Cells by drive strength:
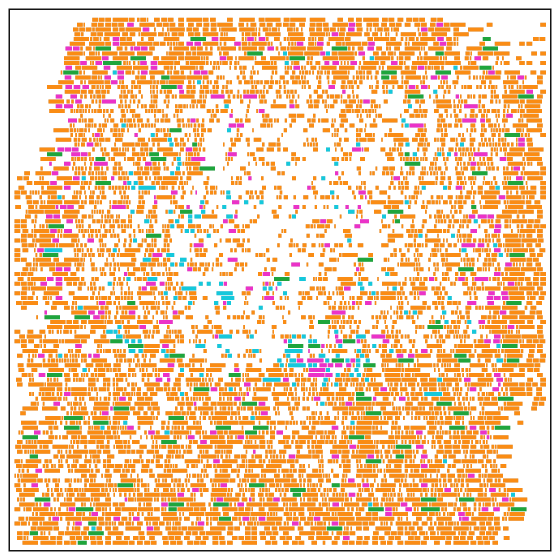
Metal 2:
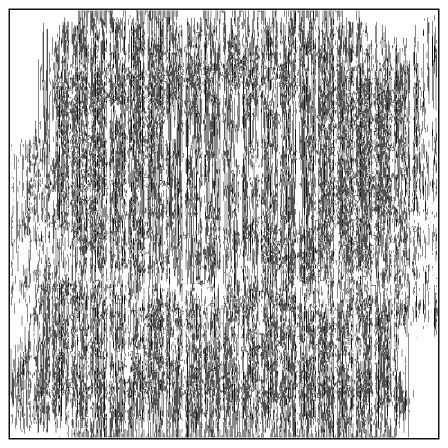
Clock wiring as the flow saved it:
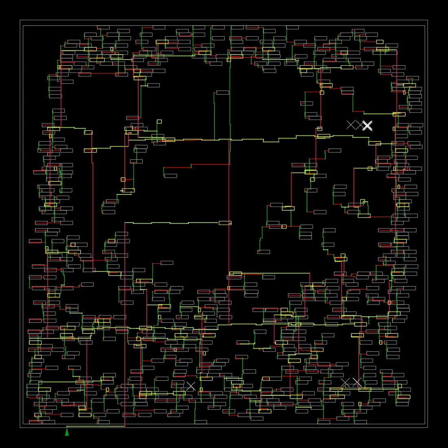
Cells colored by class:
Bar = 100 um. Fill, decap, tap and diode cells in gray.
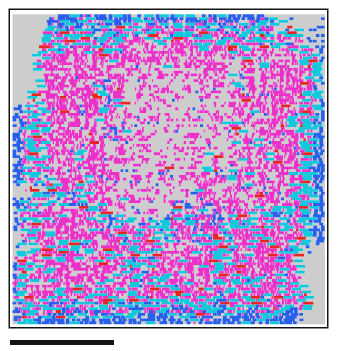
## config.mk

```make
export PLATFORM = sky130hd
export DESIGN_NAME = book_levels
export DESIGN_NICKNAME = d
export VERILOG_FILES = /design/src/rtl/book_levels.sv
export SDC_FILE = /design/constraint.sdc
export NUM_CORES = 2
export LEC_CHECK = 0
export CAP_MARGIN = 20
export CORE_MARGIN = 2
export CORE_UTILIZATION = 50
export DETAILED_ROUTE_END_ITERATION = 7
export PLACE_DENSITY = 0.8
export REMOVE_ABC_BUFFERS = 1
export SLEW_MARGIN = 30
export SYNTH_ARGS = -nofsm -noshare
export SYNTH_HDL_FRONTEND = slang
export SYNTH_SLANG_ARGS = --single-unit
export TNS_END_PERCENT = 100
```

## constraint.sdc

```tcl
create_clock -name clk -period 7.5 [get_ports clk]
set_clock_uncertainty 0.2 [all_clocks]
set_input_delay 2.25 -clock clk [delete_from_list [all_inputs] [get_ports clk]]
set_output_delay 2.25 -clock clk [all_outputs]
set_load 0.03 [all_outputs]
```

## src/rtl/book_levels.sv

```systemverilog
// Multi-level limit order book: DEPTH sorted price levels per side, add/cancel
// ticks through a valid/ready handshake, one tick per IDLE->CMP->UPD pass.
module book_levels #(
  parameter  int DEPTH = 4,
  parameter  int PX_W  = 32,
  parameter  int QTY_W = 32,
  localparam int CW    = $clog2(DEPTH+1)
) (
  input  logic                   clk,
  input  logic                   rst_n,
  input  logic                   tick_valid,
  output logic                   tick_ready,
  input  logic                   tick_type,
  input  logic                   tick_side,
  input  logic [QTY_W-1:0]       tick_qty,
  input  logic [PX_W-1:0]        tick_price,
  output logic [DEPTH*PX_W-1:0]  bid_px,
  output logic [DEPTH*QTY_W-1:0] bid_sz,
  output logic [DEPTH*PX_W-1:0]  ask_px,
  output logic [DEPTH*QTY_W-1:0] ask_sz,
  output logic [CW-1:0]          bid_cnt,
  output logic [CW-1:0]          ask_cnt,
  output logic                   upd_valid,
  output logic                   evict,
  output logic                   drop
);

  typedef enum logic [1:0] {S_IDLE, S_CMP, S_UPD} state_t;

  typedef struct packed {
    logic             typ;
    logic             side;
    logic [QTY_W-1:0] qty;
    logic [PX_W-1:0]  px;
  } tick_t;

  state_t r_state, w_nstate;
  tick_t  r_tk;
  logic   r_rdy, r_hit, r_upd, r_evict, r_drop;
  logic [CW-1:0] r_midx, r_iidx, r_bcnt, r_acnt;
  logic [DEPTH-1:0][PX_W-1:0]  r_bpx, r_apx;
  logic [DEPTH-1:0][QTY_W-1:0] r_bsz, r_asz;

  logic [DEPTH-1:0][PX_W-1:0]  w_cpx, w_npx;
  logic [DEPTH-1:0][QTY_W-1:0] w_csz, w_nsz;
  logic [CW-1:0]  w_ccnt, w_ncnt, w_hidx, w_iidx;
  logic [QTY_W-1:0] w_msz;
  logic [QTY_W:0]   w_sum;
  logic w_acc, w_hit, w_upd, w_evict, w_drop;

  assign w_acc  = tick_valid & r_rdy & (r_state == S_IDLE);
  assign w_cpx  = r_tk.side ? r_bpx  : r_apx;
  assign w_csz  = r_tk.side ? r_bsz  : r_asz;
  assign w_ccnt = r_tk.side ? r_bcnt : r_acnt;

  always_comb begin
    w_nstate = r_state;
    case (r_state)
      S_IDLE:  if (w_acc) w_nstate = S_CMP;
      S_CMP:   w_nstate = S_UPD;
      S_UPD:   w_nstate = S_IDLE;
      default: w_nstate = S_IDLE;
    endcase
  end

  // Descending scan so the lowest matching/worse index wins.
  always_comb begin
    w_hit  = 1'b0;
    w_hidx = '0;
    w_iidx = w_ccnt;
    for (int i = DEPTH-1; i >= 0; i--) begin
      if (CW'(i) < w_ccnt) begin
        if (w_cpx[i] == r_tk.px) begin
          w_hit  = 1'b1;
          w_hidx = CW'(i);
        end
        if (r_tk.side ? (w_cpx[i] < r_tk.px) : (w_cpx[i] > r_tk.px))
          w_iidx = CW'(i);
      end
    end
  end

  always_comb begin
    w_npx   = w_cpx;
    w_nsz   = w_csz;
    w_ncnt  = w_ccnt;
    w_upd   = 1'b0;
    w_evict = 1'b0;
    w_drop  = 1'b0;
    w_msz   = '0;
    for (int i = 0; i < DEPTH; i++)
      if (CW'(i) == r_midx) w_msz = w_csz[i];
    w_sum = {1'b0, w_msz} + {1'b0, r_tk.qty};
    if (r_tk.qty != '0) begin
      if (!r_tk.typ) begin
        if (r_hit) begin
          w_upd = 1'b1;
          for (int i = 0; i < DEPTH; i++)
            if (CW'(i) == r_midx) w_nsz[i] = w_sum[QTY_W] ? '1 : w_sum[QTY_W-1:0];
        end else if (r_iidx < CW'(DEPTH)) begin
          w_upd   = 1'b1;
          w_evict = (w_ccnt == CW'(DEPTH));
          if (!w_evict) w_ncnt = w_ccnt + CW'(1);
          for (int i = 1; i < DEPTH; i++)
            if (CW'(i) > r_iidx) begin
              w_npx[i] = w_cpx[i-1];
              w_nsz[i] = w_csz[i-1];
            end
          for (int i = 0; i < DEPTH; i++)
            if (CW'(i) == r_iidx) begin
              w_npx[i] = r_tk.px;
              w_nsz[i] = r_tk.qty;
            end
        end else begin
          w_drop = 1'b1;
        end
      end else if (!r_hit) begin
        w_drop = 1'b1;
      end else if (r_tk.qty < w_msz) begin
        w_upd = 1'b1;
        for (int i = 0; i < DEPTH; i++)
          if (CW'(i) == r_midx) w_nsz[i] = w_msz - r_tk.qty;
      end else begin
        // Level fully consumed: close the gap and clear the tail.
        w_upd  = 1'b1;
        w_ncnt = w_ccnt - CW'(1);
        for (int i = 0; i < DEPTH-1; i++)
          if (CW'(i) >= r_midx) begin
            w_npx[i] = w_cpx[i+1];
            w_nsz[i] = w_csz[i+1];
          end
        w_npx[DEPTH-1] = '0;
        w_nsz[DEPTH-1] = '0;
      end
    end
  end

  always_ff @(posedge clk or negedge rst_n) begin
    if (!rst_n) begin
      r_state <= S_IDLE;
      r_rdy   <= 1'b0;
      r_tk    <= '0;
      r_hit   <= 1'b0;
      r_midx  <= '0;
      r_iidx  <= '0;
      r_upd   <= 1'b0;
      r_evict <= 1'b0;
      r_drop  <= 1'b0;
      r_bpx   <= '0;
      r_bsz   <= '0;
      r_apx   <= '0;
      r_asz   <= '0;
      r_bcnt  <= '0;
      r_acnt  <= '0;
    end else begin
      r_state <= w_nstate;
      r_rdy   <= (w_nstate == S_IDLE);
      r_upd   <= 1'b0;
      r_evict <= 1'b0;
      r_drop  <= 1'b0;
      if (w_acc) r_tk <= '{typ: tick_type, side: tick_side, qty: tick_qty, px: tick_price};
      if (r_state == S_CMP) begin
        r_hit  <= w_hit;
        r_midx <= w_hidx;
        r_iidx <= w_iidx;
      end
      if (r_state == S_UPD) begin
        r_upd   <= w_upd;
        r_evict <= w_evict;
        r_drop  <= w_drop;
        if (w_upd) begin
          if (r_tk.side) begin
            r_bpx  <= w_npx;
            r_bsz  <= w_nsz;
            r_bcnt <= w_ncnt;
          end else begin
            r_apx  <= w_npx;
            r_asz  <= w_nsz;
            r_acnt <= w_ncnt;
          end
        end
      end
    end
  end

  assign tick_ready = r_rdy;
  assign bid_px     = r_bpx;
  assign bid_sz     = r_bsz;
  assign ask_px     = r_apx;
  assign ask_sz     = r_asz;
  assign bid_cnt    = r_bcnt;
  assign ask_cnt    = r_acnt;
  assign upd_valid  = r_upd;
  assign evict      = r_evict;
  assign drop       = r_drop;

endmodule

```

==> flow_results.xml <==
<?xml version="1.0" encoding="UTF-8"?>
<metrics>
  <group name="flow_run">
    <metric name="log.warning_count" unit="">70</metric>
    <metric name="drv.max_cap_violation_count" unit="">0</metric>
  </group>
  <group name="setup_path">
    <metric name="cpMaxStageDelayCell" unit="">sky130_fd_sc_hd__dfrtp_4</metric>
    <metric name="start_kind" unit="">flop</metric>
    <metric name="slowest_delay" unit="ns">1.07</metric>
    <metric name="r2r_end" unit="">bid_sz[72]$_DFFE_PN0P_</metric>
    <metric name="required" unit="ns">7.84</metric>
    <metric name="launching_element_of_the_worst_setup_path" unit="">r_tk[64]$_DFFE_PN0P_</metric>
    <metric name="cp_max_fo" unit="">43</metric>
    <metric name="r2r_setup_slack" unit="ns">0.23</metric>
    <metric name="arrival" unit="ns">7.61</metric>
  </group>
  <group name="floorplan">
    <metric name="boundaryPins" unit="">591</metric>
    <metric name="num_rows" unit="">110</metric>
    <metric name="placeableCoreArea" unit="um2">90300</metric>
    <metric name="fp_util" unit="%">50.6</metric>
    <metric name="die_area" unit="um2">93700</metric>
  </group>
  <group name="synth">
    <metric name="ys.flop_type" unit="">sky130_fd_sc_hd__dfrtp_1</metric>
    <metric name="synth.area.mux_share" unit="%">9.55</metric>
    <metric name="synth.cellmix.compoundShare" unit="%">29.3</metric>
    <metric name="edf_count" unit="">0</metric>
    <metric name="synth_sequential_area_ratio" unit="%">32.7</metric>
    <metric name="netlist-cell-type-count" unit="">108</metric>
    <metric name="ys_top_cells_by_area" unit="">sky130_fd_sc_hd__dfrtp_1, sky130_fd_sc_hd__o21ai_0, sky130_fd_sc_hd__nand2_1</metric>
    <metric name="ys_sh_simple" unit="%">16.6</metric>
    <metric name="syn_area" unit="um2">45600</metric>
    <metric name="adder_share" unit="%">5.43</metric>
    <metric name="synth.largest_area_cell" unit="">sky130_fd_sc_hd__dfrtp_1</metric>
    <metric name="synthMostInstantiatedCell" unit="">sky130_fd_sc_hd__nand2_1</metric>
    <metric name="yosys_register_bits" unit="">596</metric>
    <metric name="synth.top_cell.area_share" unit="%">32.7</metric>
  </group>
  <group name="clock_tree">
    <metric name="clk_root_buffer_cell" unit="">sky130_fd_sc_hd__clkbuf_16</metric>
    <metric name="clk_path_buf_depth" unit="">3</metric>
    <metric name="cts-buffers-inserted" unit="">69</metric>
    <metric name="htreeDepth" unit="">3</metric>
    <metric name="cts-hold-fix-buffers" unit="">0</metric>
  </group>
  <group name="drt">
    <metric name="firstDrtPassIters" unit="">8</metric>
    <metric name="post-route-drc-count" unit="">27</metric>
    <metric name="via_count" unit="">52400</metric>
    <metric name="detailedRoute.firstIterationViolations" unit="">9515</metric>
  </group>
  <group name="sta">
    <metric name="maxSlewViolCount" unit="">0</metric>
    <metric name="clock.fmax" unit="MHz">138</metric>
    <metric name="period_minus_slack" unit="ns">7.27</metric>
    <metric name="finalSetupViolations" unit="">0</metric>
    <metric name="worst-slew-pin-transition" unit="ns">1.13</metric>
    <metric name="slew_headroom" unit="%">23.9</metric>
    <metric name="timing.final.ws_setup" unit="ns">0.235</metric>
  </group>
  <group name="status">
    <metric name="violations" unit="">design-rule violations</metric>
    <metric name="outcome" unit="">finished, violations left</metric>
  </group>
  <group name="min_path">
    <metric name="hp-start" unit="">bid_px[39]$_DFFE_PN0P_</metric>
  </group>
  <group name="global_routing">
    <metric name="antenna_found_initial" unit="">19</metric>
    <metric name="globalRoute.totalOverflow" unit="">0</metric>
    <metric name="first_pass_grt_wire_length" unit="um">332000</metric>
  </group>
  <group name="place">
    <metric name="dp_worst_setup_slack" unit="ns">0.674</metric>
  </group>
  <group name="final_layout">
    <metric name="fillCellCount" unit="">7833</metric>
    <metric name="finalNetCount" unit="">6401</metric>
    <metric name="postLayoutCellArea" unit="um2">55200</metric>
  </group>
</metrics>
Back to the opening pictures, 'cells by drive strength':
[_6 and larger] green | cells: 111 | most used: clkbuf_16
[_0 and _1 cells] orange | cells: 5540 | most used: nand2_1
[_3 and _4 cells] cyan | cells: 192 | most used: buf_4
[_2 cells] magenta | cells: 346 | most used: mux2_2

Back to the opening pictures, 'metal 2':
longest straight run: 97.2 um
share of all routed wire: 40%
nets with wire on the layer: 5225
wire length on this layer: 91.4 mm

Back to the opening pictures, 'clock wiring as the flow saved it':
later-pin clock latency in the skew report: 0.67 ns
clock sinks: 596
number of clock buffers in the layout: 92
number of sequential cells: 596

Back to the opening pictures, 'cells colored by class':
[clock drivers and dummy loads] red | cells: 125 | share of their area: 4.3%
[flops] cyan | cells: 596 | share of their area: 28%
[combinational and other logic] magenta | cells: 4710 | share of their area: 54%
[other buffers and delay cells] blue | cells: 758 | share of their area: 14%

registers in the layout, summed over array words and instances (netlist names), 2 cells and up:
register  cells
ask_cnt       3
ask_px      128
ask_sz      128
bid_cnt       3
bid_px      128
bid_sz      128
r_iidx        3
r_midx        2
r_state       2
r_tk         66
placed cells by master (no fill, tap or decap), types with 66 or more instances in the layout:
cell type,count
sky130_fd_sc_hd__nor3_1,109
sky130_fd_sc_hd__inv_1,159
sky130_fd_sc_hd__nand3_1,66
sky130_fd_sc_hd__nor2_1,456
sky130_fd_sc_hd__clkbuf_16,71
sky130_fd_sc_hd__nand2_1,865
sky130_fd_sc_hd__mux2i_1,150
sky130_fd_sc_hd__o211ai_1,100
sky130_fd_sc_hd__a21oi_1,499
sky130_fd_sc_hd__o22ai_1,100
sky130_fd_sc_hd__buf_4,153
sky130_fd_sc_hd__clkdlybuf4s50_1,589
sky130_fd_sc_hd__a211oi_1,82
sky130_fd_sc_hd__mux2_2,223
sky130_fd_sc_hd__o21ai_0,786
sky130_fd_sc_hd__dfrtp_1,588
sky130_fd_sc_hd__ha_1,195
layer usage:
| metal | vias to the layer above | track usage [%] | wire length [um] |
|---|---|---|---|
| met1 | 24700 | 61.5 | 85000 |
| met5 | - | 0 | 117 |
| met3 | 1210 | 18.2 | 35700 |
| li1 | 21900 | - | - |
| met2 | 4649 | 65.7 | 91400 |
| met4 | 16 | 30.9 | 18800 |
critical path, delay by kind of cell, from the launching register on:
| family | cells | cell delay (ns) |
|---|---|---|
| AOI/OAI and AO/OA | 5 | 1.65 |
| adders and majority gates | 1 | 0.61 |
| buffers and inverters | 4 | 1.01 |
| DFF | 1 | 1.07 |
| muxes | 3 | 1.56 |
| and+or+nand+nor | 3 | 0.99 |
metrics by stage:
| stage | cells | setup TNS [ns] | hold slack, ns | utilization, % |
|---|---|---|---|---|
| floorplan | 5306 | -5345.76 | 0.401 | - |
| global placement | 7239 | 0 | 0.282 | 58.4 |
| detailed placement | 7239 | 0 | 0.291 | 58.4 |
| CTS | 7364 | 0 | 0.302 | 61.0 |
| global route | 7369 | 0 | 0.332 | 61.1 |
| finish | 7377 | 0 | 0.298 | 61.1 |
cell type report:
type | count | area (um2) | share of cell area, %
Timing Repair Buffer | 758 | 7370 | 13.4
Inverter | 167 | 627 | 1.14
Antenna cell | 12 | 30.0 | 0.0544
Clock inverter | 33 | 314 | 0.569
Clock buffer | 92 | 1990 | 3.60
Multi-Input combinational cell | 4543 | 28400 | 51.5
Sequential cell | 596 | 14900 | 27.1
Tap cell | 1176 | 1470 | 2.67
cells by family after synthesis:
| family | after synthesis |
|---|---|
| adders and majority gates | 197 |
| AOI/OAI and AO/OA | 2152 |
| DFF | 596 |
| muxes | 389 |
| xor gates and xnor gates | 49 |
| buffers and inverters | 640 |
| and+or+nand+nor | 1756 |
